## src/rtl/id_exe_reg_pkg.sv

```systemverilog
// Shared definitions for the ID/EXE pipeline register: ALU command encodings,
// the control bundle carried into EXE, and the default datapath widths.
package id_exe_reg_pkg;

  localparam int DEF_WORD_W     = 32;
  localparam int DEF_REG_ADDR_W = 4;
  localparam int STAT_W         = 16;

  typedef enum logic [3:0] {
    EXE_MOV = 4'b0001,
    EXE_MVN = 4'b1001,
    EXE_ADD = 4'b0010,
    EXE_ADC = 4'b0011,
    EXE_SUB = 4'b0100,
    EXE_SBC = 4'b0101,
    EXE_AND = 4'b0110,
    EXE_ORR = 4'b0111,
    EXE_EOR = 4'b1000
  } exe_cmd_e;

  typedef struct packed {
    logic       wb_en;
    logic       mem_r_en;
    logic       mem_w_en;
    logic       b;
    logic       s;
    logic [3:0] exe_cmd;
  } ctrl_t;

  // Saturating increment for the hazard statistics counters.
  function automatic logic [STAT_W-1:0] sat_inc(input logic [STAT_W-1:0] v);
    return (v == {STAT_W{1'b1}}) ? v : v + 1'b1;
  endfunction

endpackage

```

## src/rtl/id_exe_reg_field.sv

```systemverilog
// Generic pipeline field register: reset and flush clear, freeze holds,
// otherwise load on every rising edge.
module pipe_field_reg #(
  parameter int W = 1
) (
  input  logic         clk,
  input  logic         rst,
  input  logic         flush,
  input  logic         freeze,
  input  logic [W-1:0] d,
  output logic [W-1:0] q
);

  always_ff @(posedge clk) begin
    if (rst || flush) begin
      q <= '0;
    end else if (!freeze) begin
      q <= d;
    end
  end

endmodule

```

## src/rtl/id_exe_reg.sv

```systemverilog
// ID/EXE pipeline register with freeze (hold) and flush (bubble) control.
// Optional hazard statistics counters are built when HAZARD_STAT_EN is defined.
module id_exe_reg
  import id_exe_reg_pkg::*;
#(
  parameter int WORD_W     = DEF_WORD_W,
  parameter int REG_ADDR_W = DEF_REG_ADDR_W
) (
  input  logic                  clk,
  input  logic                  rst,
  input  logic                  freeze,
  input  logic                  flush,
  input  logic                  valid_in,
  input  logic                  wb_en_in,
  input  logic                  mem_r_en_in,
  input  logic                  mem_w_en_in,
  input  logic                  b_in,
  input  logic                  s_in,
  input  logic [3:0]            exe_cmd_in,
  input  logic [WORD_W-1:0]     pc_in,
  input  logic [WORD_W-1:0]     val_rn_in,
  input  logic [WORD_W-1:0]     val_rm_in,
  input  logic                  imm_in,
  input  logic [11:0]           shift_operand_in,
  input  logic [23:0]           signed_imm_24_in,
  input  logic [REG_ADDR_W-1:0] dest_in,
  input  logic [REG_ADDR_W-1:0] src1_in,
  input  logic [REG_ADDR_W-1:0] src2_in,
  input  logic                  c_in,
  output logic                  valid,
  output logic                  wb_en,
  output logic                  mem_r_en,
  output logic                  mem_w_en,
  output logic                  b,
  output logic                  s,
  output logic [3:0]            exe_cmd,
  output logic [WORD_W-1:0]     pc,
  output logic [WORD_W-1:0]     val_rn,
  output logic [WORD_W-1:0]     val_rm,
  output logic                  imm,
  output logic [11:0]           shift_operand,
  output logic [23:0]           signed_imm_24,
  output logic [REG_ADDR_W-1:0] dest,
  output logic [REG_ADDR_W-1:0] src1,
  output logic [REG_ADDR_W-1:0] src2,
  output logic                  c
`ifdef HAZARD_STAT_EN
  ,
  input  logic                  stat_clr,
  output logic [STAT_W-1:0]     freeze_cnt,
  output logic [STAT_W-1:0]     flush_cnt
`endif
);

  localparam int DATA_W = 3*WORD_W + 1 + 12 + 24 + 3*REG_ADDR_W + 1;

  ctrl_t             ctrl_d;
  ctrl_t             ctrl_q;
  logic [DATA_W-1:0] data_d;
  logic [DATA_W-1:0] data_q;

  // An invalid slot must never enable write-back, memory, branch or flags.
  always_comb begin
    ctrl_d          = '0;
    ctrl_d.wb_en    = wb_en_in    & valid_in;
    ctrl_d.mem_r_en = mem_r_en_in & valid_in;
    ctrl_d.mem_w_en = mem_w_en_in & valid_in;
    ctrl_d.b        = b_in        & valid_in;
    ctrl_d.s        = s_in        & valid_in;
    ctrl_d.exe_cmd  = exe_cmd_in;
  end

  assign data_d = {pc_in, val_rn_in, val_rm_in, imm_in, shift_operand_in,
                   signed_imm_24_in, dest_in, src1_in, src2_in, c_in};

  pipe_field_reg #(.W(1)) u_valid (
    .clk   (clk),
    .rst   (rst),
    .flush (flush),
    .freeze(freeze),
    .d     (valid_in),
    .q     (valid)
  );

  pipe_field_reg #(.W($bits(ctrl_t))) u_ctrl (
    .clk   (clk),
    .rst   (rst),
    .flush (flush),
    .freeze(freeze),
    .d     (ctrl_d),
    .q     (ctrl_q)
  );

  pipe_field_reg #(.W(DATA_W)) u_data (
    .clk   (clk),
    .rst   (rst),
    .flush (flush),
    .freeze(freeze),
    .d     (data_d),
    .q     (data_q)
  );

  assign wb_en    = ctrl_q.wb_en;
  assign mem_r_en = ctrl_q.mem_r_en;
  assign mem_w_en = ctrl_q.mem_w_en;
  assign b        = ctrl_q.b;
  assign s        = ctrl_q.s;
  assign exe_cmd  = ctrl_q.exe_cmd;

  assign {pc, val_rn, val_rm, imm, shift_operand,
          signed_imm_24, dest, src1, src2, c} = data_q;

`ifdef HAZARD_STAT_EN
  // A freeze overridden by flush is not an accepted stall, so it is not counted.
  always_ff @(posedge clk) begin
    if (rst || stat_clr) begin
      freeze_cnt <= '0;
      flush_cnt  <= '0;
    end else if (flush) begin
      flush_cnt <= sat_inc(flush_cnt);
    end else if (freeze) begin
      freeze_cnt <= sat_inc(freeze_cnt);
    end
  end
`endif

endmodule

```

## config.mk

```make
export PLATFORM = sky130hd
export DESIGN_NAME = id_exe_reg
export DESIGN_NICKNAME = d
export VERILOG_FILES = /design/src/rtl/id_exe_reg_pkg.sv /design/src/rtl/id_exe_reg_field.sv /design/src/rtl/id_exe_reg.sv
export SDC_FILE = /design/constraint.sdc
export NUM_CORES = 1
export LEC_CHECK = 0
export CORE_MARGIN = 5
export CORE_UTILIZATION = 38
export DETAILED_ROUTE_END_ITERATION = 8
export PLACE_DENSITY = 0.8
export SYNTH_ARGS = -nofsm -noshare
export SYNTH_HDL_FRONTEND = slang
export SYNTH_SLANG_ARGS = --single-unit
```

## constraint.sdc

```tcl
create_clock -name clk -period 1.4 [get_ports clk]
set_input_delay 0.35 -clock clk [delete_from_list [all_inputs] [get_ports clk]]
set_output_delay 0.35 -clock clk [all_outputs]
set_load 0.1 [all_outputs]
```

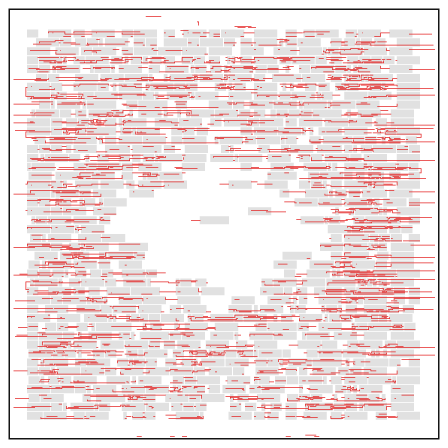
Figure 1: signal wires on met1.
Cells faint in the background.
nets with wire on the layer: 852
wire length on this layer: 6490 um
share of all routed wire: 34%
main direction: horizontal
longest straight run: 36.8 um

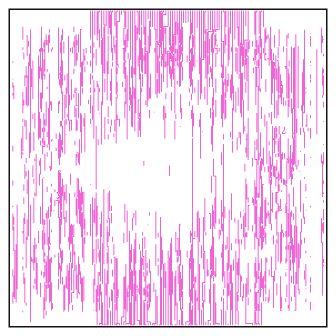
Figure 2: signal wires on met2.
longest straight run: 68.3 um
nets with wire on the layer: 898
wire length on this layer: 10200 um
main direction: vertical
share of all routed wire: 53%

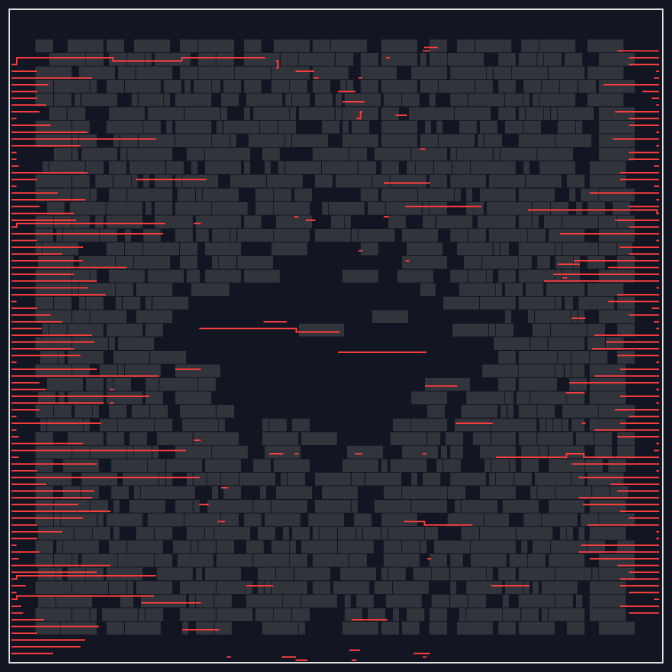
Figure 3: met3 routing.
Cells faint in the background.
wire length on this layer: 1910 um
longest straight run: 37.5 um
nets with wire on the layer: 198

==> qor.yml <==
power_mw: 11.8
io_pins: 316
post_cts_buffers: 0
critPathSlowestCell: "dfxtp_1"
first_pass_iters: 4
synth_stat.cells: 509
ir_drop_mv: 0.749
numSynthFlops: 156
fill_cells: 856
fp-utilization_pct: 38.5
drc: 0
status: "finished, final reports clean"
drtAntennaViolNets: 0
layout_top_cell: "buf_12"
core-area_mm2: 0.0144
layout-drive-gt1-share_pct: 25.9
port-buffer-count: 315
critPathLaunchType: "flop"
fp_nets: 669
fin_hold_ws_ps: 386
grt_pass1_wl_mm: 28.5
critPathMaxStageDelay_ps: 400
finalNetCount: 986
regToRegStartpoint: "u_data.q[37]$_SDFFE_PP0N_"
path_buffers: 1
grt_max_degree: 40
diodes: 0
whs_path_depth: 3
hold_viol: 0
min_from: "freeze"
antenna_found_initial: 0
worstReg2RegEnd: "u_data.q[37]$_SDFFE_PP0N_"
ys_area_mm2: 0.00556
worst_pin_slew_ps: 265
root_buffer: "clkbuf_16"
viasPerCell: 4.81
fin_area_mm2: 0.0110
clock.latency.late_pin_ps: 410
die_h_um: 131
drv_cap: 0
r2r_slack_ps: 670
num_vias: 4923
rsz0062_at_grt: "false"
slew_headroom_pct: 82.3
seq_area_frac_synth_pct: 56.2
finalSetupViolations: 0
avgRoutedWirePerCell_um: 18.8
grt_pass1_vias: 5343
clk_pin_slew_ps: 60
cp_num_cells: 1
drt_iter0_drc: 197
dieArea_mm2: 0.0171
rr_worst_depth: 2
powerDensity_mw_per_mm2: 1070
cts_tree: "done"
routed_wl_mm: 19.2
max_freq_ghz: 0.733
overflow: 0
syn_to_final_growth_pct: 98.4
synth_area_mm2: 0.00556
numCtsBuffers: 17
path_class: "reg2out"
hold_class: "in2reg"
crit_family: "flip-flops"
tool_warnings: 26
crit_arrival_ps: 1010
dpl-instance-area_mm2: 0.0105
finalMaxSlewViolations: 0
worstPathMaxFanout: 2
worst_setup_path_end_kind: "primary output"
period_used_pct: 97.5
clk_path_buf_depth: 2
p_leak_nw: 4.68
hpwl_mm: 15.3
h-tree-depth: 4
synth.distinct_cells: 12
skew_ps: 0
postSynthCellCount: 509
[synth_stat cells]
library cell / count / area, um^2
clkbuf_1: 2 / 7.51
buf_6: 2 / 22.5
nand3b_1: 5 / 37.5
buf_2: 21 / 105
or2_1: 1 / 6.26
mux2i_1: 151 / 1510
nor2_1: 151 / 567
buf_8: 8 / 120
buf_4: 2 / 15.0
nand2_1: 5 / 18.8
a21oi_1: 5 / 25.0
dfxtp_1: 156 / 3120
[state kept, by name (all words and copies together), names as in the netlist]
| signal | cells |
|---|---|
| u_valid.q | 1 |
| u_data.q | 146 |
| u_ctrl.q | 9 |
[report_power, final]
part           total, mW  internal, mW  switching [mW]
clock               4.36          2.57            1.78
sequential          4.75          4.59           0.161
combinational       2.71          1.19            1.52
total               11.8          8.35            3.46
[worst max-delay path by stage]
stage	slack, ps	to	startpoint
floorplan	130	b	u_ctrl.q[5]$_SDFFE_PP0N_
global placement	-100	u_data.q[66]$_SDFFE_PP0N_	rst
detailed placement	-150	u_data.q[73]$_SDFFE_PP0N_	flush
CTS	8	signed_imm_24[17]	u_data.q[30]$_SDFFE_PP0N_
global route	0.6	c	u_data.q[0]$_SDFFE_PP0N_
finish	40	val_rn[0]	u_data.q[82]$_SDFFE_PP0N_
[routing by layer]
| layer | up-vias | routed length (um) | global-route usage (%) |
|---|---|---|---|
| met5 | - | 0 | 0 |
| met4 | 0 | 671 | 10.7 |
| met3 | 48 | 1910 | 8.86 |
| met2 | 239 | 10200 | 39.8 |
| met1 | 2319 | 6490 | 21.4 |
| li1 | 2317 | - | - |
[final cells by class]
type	count	area [um^2]	share of cell area, %
sequential	156	3140	28.4
timing repair buffer	333	4930	44.7
multi-input combinational	318	2170	19.7
tap	184	230	2.09
clock buffer	21	470	4.27
clock inverter	11	93.8	0.851
[worst register-to-register path, delay by kind of cell, from the launching register on]
| kind | cells | cell delay (ps) |
|---|---|---|
| flops | 1 | 340 |
| simple gates | 1 | 80 |
| mux | 1 | 190 |
[through the flow]
| stage | utilization (%) | worst slack (ps) | instances | TNS (ps) |
|---|---|---|---|---|
| finish | 76.4 | 35.1 | 1023 | 0 |
| global route | 76.4 | 0.640 | 1023 | 0 |
| CTS | 76.4 | 7.67 | 1023 | 0 |
| detailed placement | 72.4 | -146 | 991 | -11630 |
| global placement | 72.4 | -97.7 | 991 | -7370 |
| floorplan | - | 125 | 509 | 0 |
[cell families (layout without fill, tap and decap cells)]
group | after synthesis | count (layout) | share of synthesized area, %
DFF | 156 | 156 | 56.2
muxes | 151 | 151 | 27.2
AOI/OAI and AO/OA | 5 | 5 | 0.450
buffers and inverters | 35 | 365 | 4.86
and+or+nand+nor | 162 | 162 | 11.3
[timing repair]
item,4_1_cts,5_1_grt
hold buffers,0,0
endpoints found under the setup margin,6,4
resized,6,4
